Run 1, supply network:
Bar = 20 µm. Pins as bars on the die edge.
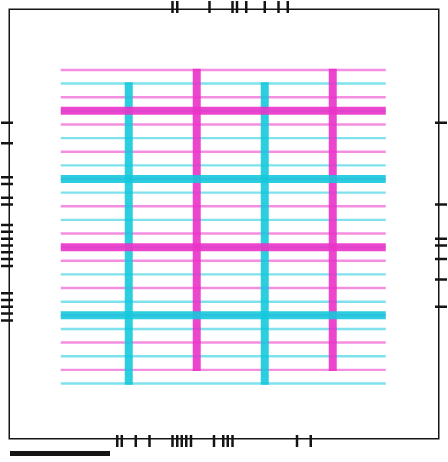
Run 1, placed cells, one color a class:
Bar = 20 µm.
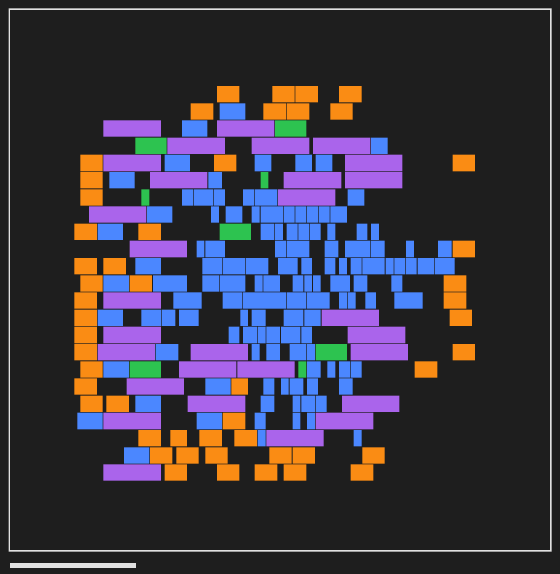
Run 1, clock distribution:
Bar = 20 µm.
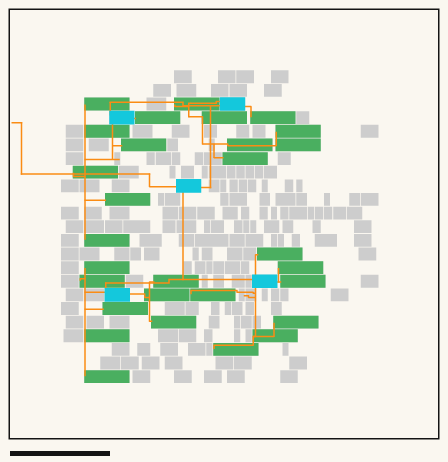
Run 1, wiring by layer:
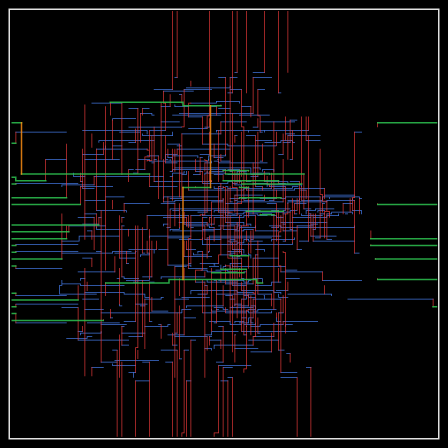
## src/rtl/instr_fetch_unit.sv

```systemverilog
`default_nettype none
// ============================================================================
//  Module   : instr_fetch_unit
//  Purpose  : Program counter and fetch sequencer in front of a 1-cycle
//             registered instruction RAM. Captures each word into an
//             instruction register, presents opcode/operand to the control
//             unit and resolves JUMPZ/JUMPNZ locally on the ack edge.
//  Config   : IFU_NOP_HALT_EN - when defined, acking a NOP halts the
//             sequencer cleanly (err=0) instead of stepping to pc+1.
//  Revision : 1.0 - initial release
// ============================================================================
module instr_fetch_unit #(
   parameter int ADDR_W     = 9,
   parameter int INSTR_W    = 16,
   parameter int OP_W       = 6,
   parameter int PROG_DEPTH = 166,
   parameter int START_ADDR = 0,
   parameter int OP_NOP     = 46,
   parameter int OP_JUMPNZ  = 47,
   parameter int OP_JUMPZ   = 52
) (
   input  logic                    clk,
   input  logic                    rst_n,
   input  logic                    start,
   input  logic [INSTR_W-1:0]      imem_data,
   input  logic                    instr_ack,
   input  logic                    z_flag,
   output logic [ADDR_W-1:0]       imem_addr,
   output logic [OP_W-1:0]         opcode,
   output logic [INSTR_W-OP_W-1:0] operand,
   output logic                    instr_valid,
   output logic                    halted,
   output logic                    err
);

   localparam int OPD_W = INSTR_W - OP_W;
   // One bit wider than the larger of pc / operand so pc+1 and the raw
   // operand are both range-checked before any truncation to ADDR_W.
   localparam int NXT_W = ((ADDR_W > OPD_W) ? ADDR_W : OPD_W) + 1;

`ifdef IFU_NOP_HALT_EN
   localparam logic C_NOP_HALT_EN = 1'b1;
`else
   localparam logic C_NOP_HALT_EN = 1'b0;
`endif

   typedef enum logic [2:0] {
      S_IDLE  = 3'd0,
      S_ISSUE = 3'd1,
      S_CAPT  = 3'd2,
      S_HOLD  = 3'd3,
      S_HALT  = 3'd4
   } state_t;

   state_t              r_state;
   state_t              w_state_nxt;
   logic [ADDR_W-1:0]   r_pc;
   logic [ADDR_W-1:0]   w_pc_nxt;
   logic [INSTR_W-1:0]  r_ir;
   logic [INSTR_W-1:0]  w_ir_nxt;
   logic                r_err;
   logic                w_err_nxt;

   logic [OP_W-1:0]     w_op;
   logic [OPD_W-1:0]    w_opd;
   logic                w_take;
   logic                w_nop_halt;
   logic [NXT_W-1:0]    w_next;
   logic                w_oob;

   assign w_op  = r_ir[INSTR_W-1 -: OP_W];
   assign w_opd = r_ir[OPD_W-1:0];

   // Branch resolution uses the z_flag value present on the ack edge.
   assign w_take = ((w_op == OP_W'(OP_JUMPZ))  &&  z_flag) ||
                   ((w_op == OP_W'(OP_JUMPNZ)) && !z_flag);

   assign w_nop_halt = C_NOP_HALT_EN && (w_op == OP_W'(OP_NOP));

   assign w_next = w_take ? NXT_W'(w_opd) : (NXT_W'(r_pc) + NXT_W'(1));
   assign w_oob  = (w_next >= NXT_W'(PROG_DEPTH));

   assign imem_addr   = r_pc;
   assign opcode      = w_op;
   assign operand     = w_opd;
   assign instr_valid = (r_state == S_HOLD);
   assign halted      = (r_state == S_HALT);
   assign err         = r_err;

   // State, program counter, instruction register and error flag.
   always_ff @(posedge clk or negedge rst_n) begin
      if (!rst_n) begin
         r_state <= S_IDLE;
         r_pc    <= ADDR_W'(START_ADDR);
         r_ir    <= '0;
         r_err   <= 1'b0;
      end else begin
         r_state <= w_state_nxt;
         r_pc    <= w_pc_nxt;
         r_ir    <= w_ir_nxt;
         r_err   <= w_err_nxt;
      end
   end

   // Fetch sequencing and next-pc selection.
   always_comb begin
      w_state_nxt = r_state;
      w_pc_nxt    = r_pc;
      w_ir_nxt    = r_ir;
      w_err_nxt   = r_err;
      case (r_state)
         S_IDLE: begin
            if (start) begin
               w_pc_nxt    = ADDR_W'(START_ADDR);
               w_state_nxt = S_ISSUE;
            end
         end
         S_ISSUE: begin
            // RAM registers mem[pc] on this edge.
            w_state_nxt = S_CAPT;
         end
         S_CAPT: begin
            w_ir_nxt    = imem_data;
            w_state_nxt = S_HOLD;
         end
         S_HOLD: begin
            if (instr_ack) begin
               if (w_nop_halt) begin
                  w_err_nxt   = 1'b0;
                  w_state_nxt = S_HALT;
               end else if (w_oob) begin
                  // pc is left pointing at the offending instruction.
                  w_err_nxt   = 1'b1;
                  w_state_nxt = S_HALT;
               end else begin
                  w_pc_nxt    = w_next[ADDR_W-1:0];
                  w_state_nxt = S_ISSUE;
               end
            end
         end
         S_HALT: begin
            if (start) begin
               w_err_nxt   = 1'b0;
               w_pc_nxt    = ADDR_W'(START_ADDR);
               w_state_nxt = S_ISSUE;
            end
         end
         default: begin
            w_state_nxt = S_IDLE;
         end
      endcase
   end

endmodule
`default_nettype wire

```

## config.mk

```make
export PLATFORM = sky130hd
export DESIGN_NAME = instr_fetch_unit
export DESIGN_NICKNAME = d
export VERILOG_FILES = /design/src/rtl/instr_fetch_unit.sv
export SDC_FILE = /design/constraint.sdc
export NUM_CORES = 1
export LEC_CHECK = 0
export CORE_MARGIN = 10
export CORE_UTILIZATION = 38
export CTS_CLUSTER_DIAMETER = 100
export DETAILED_ROUTE_END_ITERATION = 10
export PLACE_DENSITY = 0.77
export SLEW_MARGIN = 15
export SYNTH_ARGS = -nofsm -noshare
export SYNTH_HDL_FRONTEND = slang
export SYNTH_SLANG_ARGS = --single-unit
```

## constraint.sdc

```tcl
create_clock -name clk -period 6.3 [get_ports clk]
set_input_delay 1.26 -clock clk [delete_from_list [all_inputs] [get_ports clk]]
set_output_delay 1.26 -clock clk [all_outputs]
set_load 0.01 [all_outputs]
```

==> metrics.yaml, run 1 <==
outcome:
  status: "finished clean"
critical_path:
  slowest_delay_ns: 0.59
  path_depth: 8
  critPathBufInv: 1
  cp.required_ns: 6.46
  r2r-start: "imem_addr[0]$_DFFE_PN0P_"
  worstPathArrival_ns: 3.76
  path_delay_family: "AND-OR/OR-AND gates"
  endpoint: "imem_addr[2]$_DFFE_PN0P_"
  worstRegToRegCells: 8
  end_kind: "flip-flop"
  worstPathMaxFanout: 16
  critPathLaunchType: "input pin"
  path_class: "in2reg"
final_timing:
  hold_viol_final: 0
  fin_crit_sh_pct: 57.26
  slew_viol_final: 0
  setup-tns-final_ns: 0
  slew_headroom_pct: 53.31
  finalClockSkew_ns: 0.005508
  grt_setup_unrepaired: "false"
  timing.hold.ws_ns: 0.4710
placement:
  place_hpwl_um: 3233
  gp_congestion: 0.8929
  pre_cts_ws_ns: 2.407
  dp.cells: 251
cts:
  cts_sinks: 29
  htree_levels: 2
  post_cts_buffers: 0
  cts_resized: 0
  cts_made_buffers: 5
  cts_tree: "built"
  postCtsHoldBufs: 0
power_and_ir_drop:
  p_total_mw: 1.159
  sw_frac_of_total_pct: 39.54
  p_comb_mw: 0.629
  p_seq_mw: 0.389
  power_leakage_nw: 0.9476
  p_int_mw: 0.7008
  maxPowerGroup: "combinational cells"
logic_synthesis:
  top_area_cell: "dfrtp_1"
  synthCells: 159
  synthArstFlopShare_pct: 100.0
  ys_cells: 159
  synth.most_common_cell: "dfrtp_1"
  synthFlopType: "dfrtp_1"
  area_leaders: "dfrtp_1 45%, mux2_2 11%, o21ai_0 2.8%"
  synth_area_per_cell_um2: 10.22
  synthDominantCellAreaShare_pct: 44.65
  numSynthFlops: 29
  floorplan.nets: 181
  seq_area_frac_synth_pct: 44.65
  synth_cell_types: 43
  edf_count: 0
global_route:
  grt-ovfl-total: 0
  grtUsageTotal_pct: 11.51
  grtUsageMet1_pct: 13.60
  grt_max_degree: 30
  use_met3_pct: 5.449
  grt_pass1_wl_um: 6955
route:
  wirelength_met1_um: 1767
  drtIter0Drc: 124
  wl_met2_um: 1965
  top_layer: "met4"
  via_per_inst: 5.571
  dr.pass1.iters: 4
  wl_met3_um: 359
  drt-total-wl_um: 4137
  avgRoutedWirePerCell_um: 15.97
  drc: 0
floorplan:
  die_area_um2: 7293
  initCoreUtil_pct: 40.06
layout:
  fin_cells: 259
  largest_register_ffs: 16
  diodes: 0
  layout.cells.most_common: "clkdlybuf4s50_1"
  largest-register: "r_ir"
min_path:
  hold_path_end: "r_state[1]$_DFFE_PN0P_"
  hold_start: "r_state[2]$_DFFE_PN0P_"
  hold_path_class: "reg2reg"
flow_run:
  tool_warnings: 26
## Picture notes: 'supply network'
color	net
magenta	VDD
cyan	VSS
rows	23
met5 straps	4
met1 rails	24
signal pins	49
met4 straps	4
worst vdd ir: 298.9 µV
Core Area: 4058 µm²
die width: 85.40 µm
die height: 85.40 µm

## Picture notes: 'placed cells, one color a class'
color	class	cells
purple	flip-flops	29
orange	other buffers and delay cells	50
blue	all other logic	122
green	clock drivers and dummy loads	8
fraction of area in registers: 32.64%
fin util: 54.79%
Finished Cell Area: 2223 µm²
std cell rows: 23

## Picture notes: 'clock distribution'
[orange] clock wires | length: 365 µm
[green] flip-flops | count: 29
[cyan] cells driving clock nets | count: 5
routed clock nets	6

## Picture notes: 'wiring by layer'
color	layer	wire length
blue	met1	1770 µm
green	met3	359 µm
red	met2	1970 µm
orange	met4	44.9 µm

-- run 1: cells by family (layout without fill, tap and decap cells) --
family	after synthesis	in the layout	share of synthesized area, %
AND-OR/OR-AND	40	40	18.09
XOR/XNOR	2	2	1.078
adder cells (fa/ha/maj)	1	1	0.7697
buffers and inverters	12	62	3.387
flip-flops	29	29	44.65
multiplexers	20	20	13.55
AND/OR/NAND/NOR	55	55	18.48
-- run 1: final cells by class --
| type | instances | area, µm² |
|---|---|---|
| Multi-Input combinational cell | 118 | 844.6 |
| Sequential cell | 29 | 725.7 |
| Fill cell | 356 | 1834 |
| Tap cell | 50 | 62.56 |
| Clock buffer | 8 | 80.08 |
| Timing Repair Buffer | 50 | 495.5 |
| Inverter | 4 | 15.01 |
==> inputs of run 2 (changes only) <==
clock period = 3.6 ns   (was 6.3 ns; I/O delays follow)
Run 2, supply network:
Bar = 20 µm. Pins as bars on the die edge.
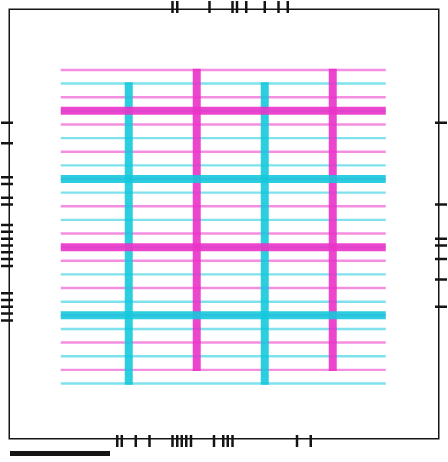
color	net
magenta	VDD
cyan	VSS
met1 rails	24
signal pins	49
met4 straps	4
met5 straps	4
worst vdd ir: 430.0 µV

Run 2, clock distribution:
Bar = 20 µm.
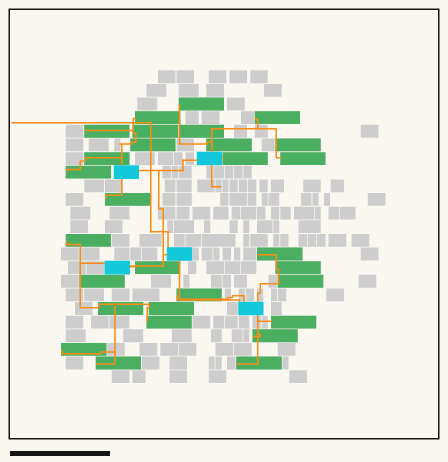
[orange] clock wires | length: 368 µm
[green] flip-flops | count: 29
[cyan] cells driving clock nets | count: 5
routed clock nets	6

==> run 2 against run 1 <==
Against the previous run:
- cell count is the same
- worst setup slack lost 2.2 ns
- via count grew 0.35%
- total power grew 76%
- first-iteration DRC count grew 31%
==> metrics.yaml, run 2 <==
layout:
  layout.cells.most_common: "clkdlybuf4s50_1"  # unchanged
  fill_cells: 356  # unchanged
  largest-register: "r_ir"  # unchanged
  fin_util_pct: 54.79  # unchanged
  fin_cells: 259  # unchanged
  diodes: 0  # unchanged
  postLayoutCellArea_um2: 2223  # unchanged
critical_path:
  worstRegToRegCells: 8  # unchanged
  end_kind: "flip-flop"  # unchanged
  critPathBufInv: 1  # unchanged
  r2r-start: "imem_addr[1]$_DFFE_PN0P_"  # was imem_addr[0]$_DFFE_PN0P_
  worstPathMaxFanout: 16  # unchanged
  endpoint: "imem_addr[2]$_DFFE_PN0P_"  # unchanged
  critPathLaunchType: "input pin"  # unchanged
final_timing:
  slew_viol_final: 0  # unchanged
  slew_headroom_pct: 46.33  # was 53.31%
  timing.hold.ws_ns: 0.4728  # was 0.4710 ns
route:
  drt-total-wl_um: 4249  # was 4137 µm
  dr.pass1.iters: 4  # unchanged
  avgRoutedWirePerCell_um: 16.41  # was 15.97 µm
  wl_met2_um: 1997  # was 1965 µm
  wirelength_met1_um: 1883  # was 1767 µm
  via_per_inst: 5.591  # was 5.571
  drtIter0Drc: 162  # was 124
floorplan:
  die_area_um2: 7293  # unchanged
  initCoreUtil_pct: 40.06  # unchanged
  die_y_um: 85.40  # unchanged
  die_x_um: 85.40  # unchanged
  rows: 23  # unchanged
placement:
  dp.cells: 251  # unchanged
  gp_congestion: 0.8922  # was 0.8929
logic_synthesis:
  synth.most_common_cell: "dfrtp_1"  # unchanged
  synth_area_per_cell_um2: 10.22  # unchanged
  synthArstFlopShare_pct: 100.0  # unchanged
  synthDominantCellAreaShare_pct: 44.65  # unchanged
  synthCells: 159  # unchanged
  top_area_cell: "dfrtp_1"  # unchanged
  synthFlopType: "dfrtp_1"  # unchanged
  ys_cells: 159  # unchanged
  numSynthFlops: 29  # unchanged
  edf_count: 0  # unchanged
cts:
  postCtsHoldBufs: 0  # unchanged
  htree_levels: 2  # unchanged
  cts_made_buffers: 5  # unchanged
  cts_resized: 0  # unchanged
  post_cts_buffers: 0  # unchanged
outcome:
  status: "finished clean"  # unchanged
power_and_ir_drop:
  p_comb_mw: 1.11  # was 0.629 mW
global_route:
  grt-ovfl-total: 0  # unchanged
  grtUsageTotal_pct: 11.74  # was 11.51%
  grt_max_degree: 30  # unchanged
min_path:
  hold_start: "r_state[2]$_DFFE_PN0P_"  # unchanged
  hold_path_end: "r_state[1]$_DFFE_PN0P_"  # unchanged
-- run 2: cells by family after synthesis --
kind of cell | after synthesis | share of synthesized area (%)
DFF | 29 | 44.65
and+or+nand+nor | 55 | 18.48
AOI/OAI and AO/OA | 40 | 18.09
muxes | 20 | 13.55
adders and majority gates | 1 | 0.7697
buffers and inverters | 12 | 3.387
xor gates and xnor gates | 2 | 1.078
-- run 2: cell type report --
class | instances | area [µm²] | area share, %
inverters | 4 | 15.01 | 0.6753
clock buffers | 8 | 80.08 | 3.602
well taps | 50 | 62.56 | 2.814
repair buffers | 50 | 495.5 | 22.28
multi-input cells | 118 | 844.6 | 37.99
flip-flops and latches | 29 | 725.7 | 32.64
-- run 2: layer usage --
layer,global-route usage [%],vias to the layer above
met5,0,-
met4,4.042,0
met3,4.685,4
met2,18.32,63
met1,14.25,695
li1,-,686
==> inputs of run 3 (changes only) <==
==> constraint.sdc (replaced) <==
create_clock -name clk -period 3.6 [get_ports clk]
set_input_delay 0.54 -clock clk [delete_from_list [all_inputs] [get_ports clk]]
set_output_delay 0.54 -clock clk [all_outputs]
set_load 0.01 [all_outputs]
Run 3, supply network:
Bar = 20 µm. Pins as bars on the die edge.
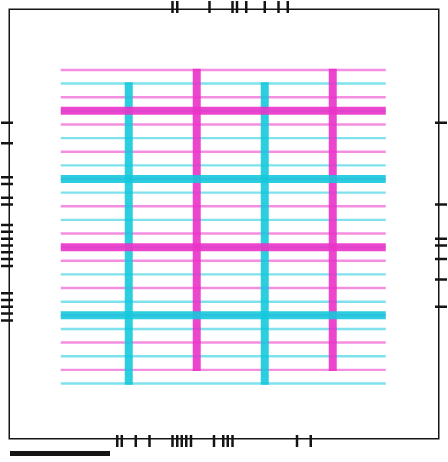
color	net
cyan	VSS
magenta	VDD
met1 rails	24
met5 straps	4
met4 straps	4
signal pins	49
rows	23
worst vdd ir: 498.0 µV

Run 3, wiring by layer:
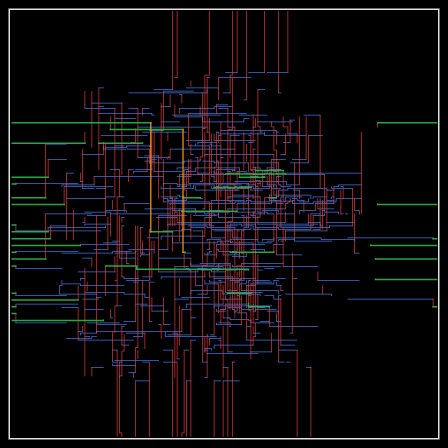
color	layer	wire length
red	met2	1970 µm
orange	met4	46.2 µm
green	met3	321 µm
blue	met1	1890 µm
Via Count: 1431
GR Util All Layers: 11.82%
drt total wl: 4225 µm
drt wl/cell: 16.31 µm

==> run 3 against run 2 <==
Against the previous run:
- worst setup slack better by 0.13 ns
- total power rose by 0.14%
- register-to-register slack is essentially flat
- via count decreased by 1.2%
- fmax rose by 4.5%
- critical path type unchanged
- highest routed layer unchanged
==> metrics.yaml, run 3 <==
outcome:
  status: "finished clean"  # unchanged
logic_synthesis:
  ys_cells: 159  # unchanged
  synthCells: 159  # unchanged
  fa_ha_area_share_pct: 0.7698  # unchanged
  mux_area_share_pct: 13.55  # unchanged
  top_area_cell: "dfrtp_1"  # unchanged
  logic_family: "simple AND/OR/NAND/NOR gates"  # unchanged
  synthDominantCellAreaShare_pct: 44.65  # unchanged
  xor_share_pct: 1.078  # unchanged
floorplan:
  die_area_um2: 7293  # unchanged
global_route:
  grtUsageMet1_pct: 14.55  # was 14.25%
  use_met2_pct: 18.12  # was 18.32%
  busiest_layer: "met2"  # unchanged
cts:
  cts_resized: 0  # unchanged
  cts_made_buffers: 5  # unchanged
  postCtsHoldBufs: 0  # unchanged
  cts_sinks: 29  # unchanged
final_timing:
  slew_viol_final: 0  # unchanged
  grt_setup_unrepaired: "false"  # unchanged
  hold_viol_final: 0  # unchanged
placement:
  pre_cts_ws_ns: 0.3591  # was 0.2110 ns
critical_path:
  r2r-start: "imem_addr[0]$_DFFE_PN0P_"  # was imem_addr[1]$_DFFE_PN0P_
  path_depth: 8  # unchanged
  worstPathArrival_ns: 3.14  # was 3.27 ns
power_and_ir_drop:
  sw_frac_of_total_pct: 39.80  # was 39.71%
  p_int_mw: 1.227  # about the same
  power_leakage_nw: 0.9476  # unchanged
  p_total_mw: 2.038  # was 2.035 mW
min_path:
  hold_start: "r_state[2]$_DFFE_PN0P_"  # unchanged
  hold_path_class: "reg2reg"  # unchanged
layout:
  largest-register: "r_ir"  # unchanged
  fill_cells: 364  # was 356
  layout.cells.most_common: "clkdlybuf4s50_1"  # unchanged
  largest_register_ffs: 16  # unchanged
  postLayoutCellArea_um2: 2223  # unchanged
  diodes: 0  # unchanged
==> run 3: cell counts in the layout (fill, tap and decap cells not counted) <==
Identical to the previous run, type by type.
==> run 3: final cells by class <==
type                    instances  share of cell area (%)
clock buffers                   8                   3.602
inverters                       4                  0.6753
multi-input cells             118                   37.99
flip-flops and latches         29                   32.64
well taps                      50                   2.814
repair buffers                 50                   22.28
==> run 3: power groups by stage <==
stage / Sequential [mW] / Combinational, mW / Clock, mW
finish: 0.679 / 1.11 / 0.246
floorplan: 0.674 / 0.649 / 0
global placement: 0.680 / 1.10 / 0
detailed placement: 0.685 / 1.11 / 0
global route: 0.711 / 1.21 / 0.273
CTS: 0.682 / 1.12 / 0.256
==> run 3: metal layers <==
layer,share of wire [%],vias up
li1,-,696
met1,45,679
met2,47,51
met3,7.6,5
met4,1.1,0
met5,0,-
Power and IR drop assume default switching activity.
